## src/rtl/float_pkg.sv

```systemverilog
// Shared IEEE-754 single-precision constants and word layout for the float
// datapath blocks.
package float_pkg;

   localparam int F_BIAS  = 127;
   localparam int F_EXP_W = 8;
   localparam int F_MAN_W = 23;

   typedef struct packed {
      logic               sign;
      logic [F_EXP_W-1:0] expo;
      logic [F_MAN_W-1:0] man;
   } float_t;

   function automatic float_t float_pack(input logic               s,
                                         input logic [F_EXP_W-1:0] e,
                                         input logic [F_MAN_W-1:0] m);
      float_t f;
      f.sign = s;
      f.expo = e;
      f.man  = m;
      return f;
   endfunction

endpackage

```

## src/rtl/lead_one_enc.sv

```systemverilog
// Width-parametrised priority encoder: index of the highest set bit, plus a
// flag for an all-zero input.
module lead_one_enc #(
   parameter int W = 16,
   localparam int IDX_W = (W > 1) ? $clog2(W) : 1
) (
   input  logic [W-1:0]     din,
   output logic [IDX_W-1:0] idx,
   output logic             zero
);

   always_comb begin
      idx = '0;
      for (int i = 0; i < W; i++) begin
         if (din[i]) idx = IDX_W'(i);
      end
   end

   assign zero = ~|din;

endmodule

```

## src/rtl/i2f_pipe.sv

```systemverilog
// Integer to IEEE-754 single converter: 3-stage pipeline (abs, normalise,
// round/pack) with a valid/ready handshake and whole-pipe stall.
module i2f_pipe
   import float_pkg::*;
#(
   parameter int IN_W   = 16,
   parameter int SIGNED = 0,
   parameter int ROUND  = 1
) (
   input  logic            clk,
   input  logic            rst_n,
   input  logic            in_valid,
   output logic            in_ready,
   input  logic [IN_W-1:0] i_number,
   output logic            out_valid,
   input  logic            out_ready,
   output logic [31:0]     f_number,
   output logic            inexact
);

   localparam int IDX_W = $clog2(IN_W);

   function automatic logic [IN_W-1:0] abs_mag(input logic [IN_W-1:0] x,
                                               input logic            neg);
      return neg ? (~x + 1'b1) : x;
   endfunction

   // norm has its leading one at bit IN_W-1; returns {inexact, float word}.
   function automatic logic [32:0] round_pack(input logic               sgn,
                                              input logic               zero,
                                              input logic [F_EXP_W-1:0] e,
                                              input logic [IN_W-1:0]    norm);
      logic [IN_W+23:0]    ext;
      logic [F_MAN_W-1:0]  man;
      logic                guard, sticky, inc;
      logic [F_MAN_W:0]    sum;
      logic [F_EXP_W-1:0]  e_out;
      float_t              fw;
      ext    = {norm, 24'd0};
      man    = ext[IN_W+22:IN_W];
      guard  = ext[IN_W-1];
      sticky = |ext[IN_W-2:0];
      inc    = (ROUND != 0) && guard && (sticky || man[0]);
      sum    = {1'b0, man} + {{F_MAN_W{1'b0}}, inc};
      e_out  = e + {{(F_EXP_W-1){1'b0}}, sum[F_MAN_W]};
      fw     = float_pack(sgn, e_out, sum[F_MAN_W-1:0]);
      if (zero) return 33'd0;
      return {guard | sticky, fw};
   endfunction

   logic                advance;
   logic                neg_in;
   logic                vld_p0, vld_p1, vld_p2;
   logic                sign_p0, sign_p1;
   logic [IN_W-1:0]     mag_p0, norm_p1;
   logic                zero_p1;
   logic [F_EXP_W-1:0]  expo_p1;
   logic [31:0]         f_p2;
   logic                inexact_p2;
   logic [IDX_W-1:0]    lead_idx;
   logic                lead_zero;
   logic [IDX_W-1:0]    shamt;
   logic [32:0]         packed_res;

   assign in_ready  = out_ready | ~vld_p2;
   assign advance   = in_ready;
   assign neg_in    = (SIGNED != 0) && i_number[IN_W-1];

   lead_one_enc #(.W(IN_W)) u_lod (
      .din  (mag_p0),
      .idx  (lead_idx),
      .zero (lead_zero)
   );

   assign shamt      = IDX_W'(IN_W - 1) - lead_idx;
   assign packed_res = round_pack(sign_p1, zero_p1, expo_p1, norm_p1);

   always_ff @(posedge clk or negedge rst_n) begin
      if (!rst_n) begin
         vld_p0 <= 1'b0;
         vld_p1 <= 1'b0;
         vld_p2 <= 1'b0;
      end else if (advance) begin
         vld_p0 <= in_valid;
         vld_p1 <= vld_p0;
         vld_p2 <= vld_p1;
      end
   end

   // S1: capture and absolute value / S2: leading-one detect and normalise
   always_ff @(posedge clk) begin
      if (advance) begin
         sign_p0 <= neg_in;
         mag_p0  <= abs_mag(i_number, neg_in);
         sign_p1 <= sign_p0;
         zero_p1 <= lead_zero;
         expo_p1 <= 8'(F_BIAS) + 8'(lead_idx);
         norm_p1 <= mag_p0 << shamt;
      end
   end

   // S3: round and pack into the output register
   always_ff @(posedge clk or negedge rst_n) begin
      if (!rst_n) begin
         f_p2       <= '0;
         inexact_p2 <= 1'b0;
      end else if (advance) begin
         f_p2       <= packed_res[31:0];
         inexact_p2 <= packed_res[32];
      end
   end

   assign out_valid = vld_p2;
   assign f_number  = f_p2;
   assign inexact   = inexact_p2;

endmodule

```

## config.mk

```make
export PLATFORM = sky130hd
export DESIGN_NAME = i2f_pipe
export DESIGN_NICKNAME = d
export VERILOG_FILES = /design/src/rtl/float_pkg.sv /design/src/rtl/lead_one_enc.sv /design/src/rtl/i2f_pipe.sv
export SDC_FILE = /design/constraint.sdc
export NUM_CORES = 1
export LEC_CHECK = 0
export ABC_AREA = 1
export CAP_MARGIN = 5
export CELL_PAD_IN_SITES_DETAIL_PLACEMENT = 0
export CELL_PAD_IN_SITES_GLOBAL_PLACEMENT = 1
export CORE_MARGIN = 4
export CORE_UTILIZATION = 37
export CTS_CLUSTER_SIZE = 25
export DETAILED_ROUTE_END_ITERATION = 16
export PLACE_DENSITY_LB_ADDON = 0.3
export SLEW_MARGIN = 10
export SYNTH_ARGS = -nofsm -noshare
export SYNTH_HDL_FRONTEND = slang
export SYNTH_SLANG_ARGS = --single-unit
```

## constraint.sdc

```tcl
create_clock -name clk -period 2.36 [get_ports clk]
set_input_delay 0.236 -clock clk [delete_from_list [all_inputs] [get_ports clk]]
set_output_delay 0.236 -clock clk [all_outputs]
set_load 0.01 [all_outputs]
```

==> job_summary.md, run 1 <==
### Yosys + OpenROAD results

| Metric | Value |
|---|---|
| Status | complete, no violations |
| Layout non-clock buf frac | 13.0% |
| First-pass GRT wire length | 11,500 um |
| P_seq | 1.69 mW |
| Most frequent logic cell in the layout | nand3_1 |
| Antenna violations before repair | 0 |
| DRT iter0 DRCs | 99 |
| Top Consumer | registers |
| M3 GR Usage | 4.64% |
| Crit-path leading delay family | simple AND/OR/NAND/NOR gates |
| XOR/XNOR Area Share | 0.266% |
| Clk slew on worst S/H paths | 0.07 ns |
| Dpl ws | 0.155 ns |
| Metal2 WL | 3260 um |
| Combinational share of cell area | 31.2% |
| Post-Synth AOI/OAI Area | 2.47% |
| Hold Violations, Final | 0 |
| PnR worst setup slack | 0.226 ns |
| Inverter count | 31 |
| CP dominant cell by count | nand2_1 |
| Design Area, Final | 4010 sq um |
| Chip Width | 102 um |
| # Cells Yosys | 351 |
| Max reg flops | 22 |
| Max Slew Vio Count | 0 |
| Setup crit end | norm_p1[11] |
| Pwr dens | 954 nW/um^2 |
| Post-synth EDFFs | 39 |
| Fin cells | 509 |
| Post-Place Cells | 491 |
| Cell row count | 34 |
| Met3 wire len | 455 um |
| Reg2Reg Setup Slack | 0.23 ns |
| Late-Pin Clk Latency | 0.34 ns |
| Combinational power | 1.25 mW |
| Wire per inst | 13.7 um |
| Yosys Chip Area | 3290 sq um |
| Longest Clk Path Bufs | 2 |
| Worst-path maximum fanout | 15 |
| Comb area | 1250 sq um |
| Postcts setup bufs | 0 |
| Hold/Removal Path Class | in2async |
| Hold slack | 0.260 ns |
| Via density per instance | 4.86 |
| Comb gates | 237 |
| Yosys top cell by instances | nand3_1 |
| Post-synth cell types | 30 |
| Leakage power | 1.81 nW |
| Sequential cell area share | 44.8% |
| Yosys warning tally | 0 |
| Highest routed layer | met4 |
| Sequential Power Share | 44.1% |
| Diode count | 0 |
| Seq Cell Count | 64 |
| Clkbuf count | 12 |
| Crit-path max cell delay | 0.40 ns |
| Vias after detailed routing | 2,476 |
| Tot Pwr | 3.83 mW |
| Kind of critical path | reg2reg |
| Main flop type | edfxtp_1 |
| Synth logic family | simple AND/OR/NAND/NOR gates |
Fig. 1: run 1, met3 routing
Bar = 20 um.
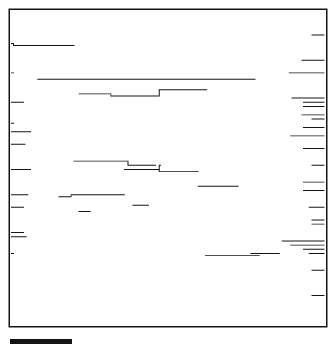
wire length on this layer: 455 um
nets with wire on the layer: 41
main direction: horizontal

Fig. 2: run 1, routing congestion
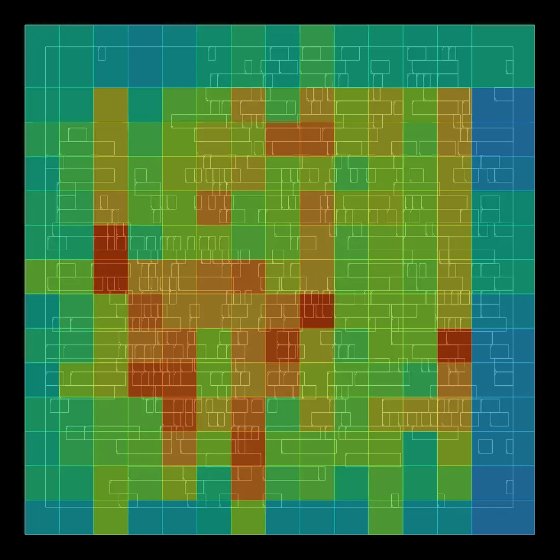
gr busiest metal: met2
met2 usage: 22.9%
Util after Layout: 46.2%
Total GRT Usage: 14.3%

Fig. 3: run 1, register map, names as in the netlist
Other sequential cells in the stronger grey, the rest of the logic in the fainter grey.
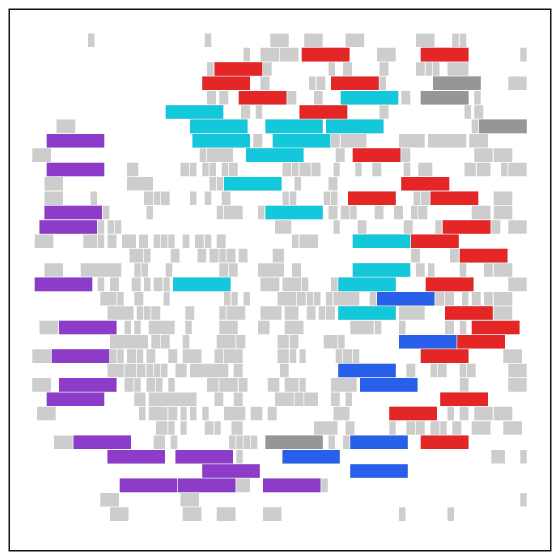
| signal | colour | flops |
|---|---|---|
| f_number | red | 22 |
| expo_p1 | blue | 7 |
| norm_p1 | cyan | 15 |
| mag_p0 | purple | 16 |

Fig. 4: run 1, selected gate families
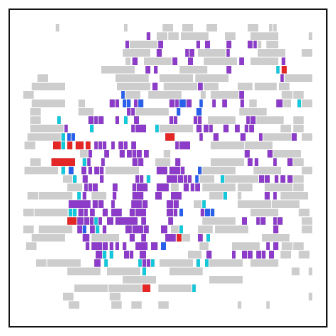
| family | colour | cells |
|---|---|---|
| inv cells | cyan | 31 |
| aoi and oai cells | red | 10 |
| nor cells | blue | 18 |
| nand cells | purple | 194 |

Fig. 5: run 1, the metal 2 layer
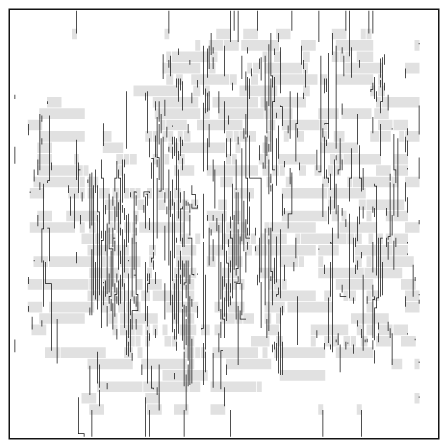

==> run 1 -> run 2 <==
- CORE_UTILIZATION: 37 -> 44
- clock period: 2.36 -> 2.73 ns (I/O delays scaled with it)
Fig. 6: run 2, the metal 2 layer
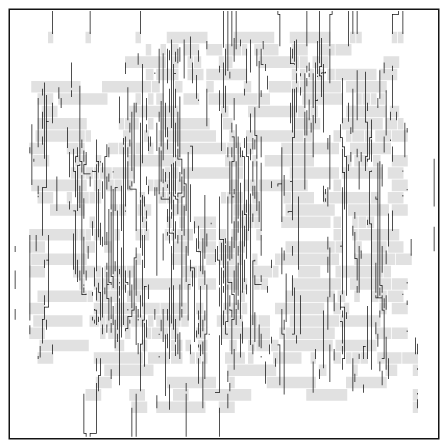
wire length on this layer: 3,350 um
share of all routed wire: 49%
nets with wire on the layer: 341
longest straight run: 39.1 um
main direction: vertical

==> run 2 against run 1 <==
Cell count decreased by 2.0%. Routed wire length shrank 2.1%. Hold slack improved by 0.031 ns. Critical path depth up 1. Via count increased by 0.81%. Global-route usage increased by 2.9 points. Clock skew decreased by 0.00091 ns. Combinational power is about 20% lower. Largest power group unchanged. Highest routed layer unchanged.
==> job_summary.md, run 2 <==
### Yosys + OpenROAD results

| Metric | Value |
|---|---|
| # Taps | 99 (was 108) |
| Comb area | 1230 sq um (was 1250 sq um) |
| Highest routed layer | met4 (unchanged) |
| Max frequency | 455 MHz (was 469 MHz) |
| Hold/Removal Path Class | in2async (unchanged) |
| Yosys warning tally | 0 (unchanged) |
| Status | complete, no violations (unchanged) |
| Chip Width | 94.5 um (was 102 um) |
| Synth top area cells | edfxtp_1, dfrtp_1, nand3_1 (unchanged) |
| PnR worst setup slack | 0.532 ns (was 0.226 ns) |
| DRT iter0 DRCs | 101 (was 99) |
| Crit-path max cell delay | 0.42 ns (was 0.40 ns) |
| Most frequent logic cell in the layout | nand3_1 (unchanged) |
| Hold slack | 0.291 ns (was 0.260 ns) |
| Sequential Power Share | 41.5% (was 44.1%) |
| P_seq | 1.45 mW (was 1.69 mW) |
| XOR/XNOR Area Share | 0.266% (unchanged) |
| Clk slew on worst S/H paths | 0.07 ns (about the same) |
| Layout non-clock buf frac | 12.5% (was 13.0%) |
| M3 GR Usage | 5.98% (was 4.64%) |
| Max Slew Vio Count | 0 (unchanged) |
| Kind of critical path | reg2reg (unchanged) |
| Tot Pwr | 3.50 mW (was 3.83 mW) |
| Post-Synth AOI/OAI Area | 2.47% (unchanged) |
| Util after Layout | 55.3% (was 46.2%) |
| Main flop type | edfxtp_1 (unchanged) |
| Dpl ws | 0.538 ns (was 0.155 ns) |
| Post-synth cell types | 30 (unchanged) |
| Top Consumer | registers (unchanged) |
| Combinational share of cell area | 30.7% (was 31.2%) |
| Met1 Resource Use GR | 20.6% (was 18.7%) |
| Diode count | 0 (unchanged) |
| Leakage power | 1.82 nW (was 1.81 nW) |
| Total GRT Usage | 17.2% (was 14.3%) |
| Postcts setup bufs | 0 (unchanged) |
| Met2 usage | 28.4% (was 22.9%) |
| Combinational power | 1.06 mW (was 1.25 mW) |
| Worst-path maximum fanout | 15 (unchanged) |
| Inverter count | 31 (unchanged) |
| # Cells Yosys | 351 (unchanged) |
| Post-synth ARST share | 39.1% (unchanged) |
| Via density per instance | 5.00 (was 4.86) |
| First-pass GRT wire length | 11,600 um (was 11,500 um) |
| CP dominant cell by count | nand2_1 (unchanged) |
| Max Cap Violations | 0 (unchanged) |
| Period utilization | 80.5% (was 90.4%) |
| Hold Violations, Final | 0 (unchanged) |
| CORE AREA | 7250 sq um (was 8680 sq um) |
| Adder Area Share | 0.761% (unchanged) |
| Met3 wire len | 437 um (was 455 um) |
| Longest Clk Path Bufs | 2 (unchanged) |
| Pwr dens | 873 nW/um^2 (was 954 nW/um^2) |
| Synth logic family | simple AND/OR/NAND/NOR gates (unchanged) |
| Vias after detailed routing | 2,496 (was 2,476) |
| Max reg flops | 22 (unchanged) |
| Post-synth EDFFs | 39 (unchanged) |
| Reg2Reg Setup Slack | 0.53 ns (was 0.23 ns) |
| Seq share, synth | 54.6% (unchanged) |
| Comb gates | 237 (unchanged) |
| Clkbuf count | 9 (was 12) |
| Late-Pin Clk Latency | 0.35 ns (was 0.34 ns) |
| Root Buffer | clkbuf_8 (unchanged) |
| Cell row count | 31 (was 34) |
| Grt ovf | 0 (unchanged) |
| Post-Place Cells | 483 (was 491) |
| Crit-path leading delay family | simple AND/OR/NAND/NOR gates (unchanged) |
| Fin cells | 499 (was 509) |
| Setup crit end | norm_p1[12] (was norm_p1[11]) |
| Gr busiest metal | met2 (unchanged) |
| Wire per inst | 13.7 um (about the same) |
| Design Area, Final | 4010 sq um (about the same) |
| Clock Skews | 0.00720 ns (was 0.00811 ns) |
| Antenna violations before repair | 0 (unchanged) |
Power figures rest on the tool's default switching activity, not on a simulated workload.
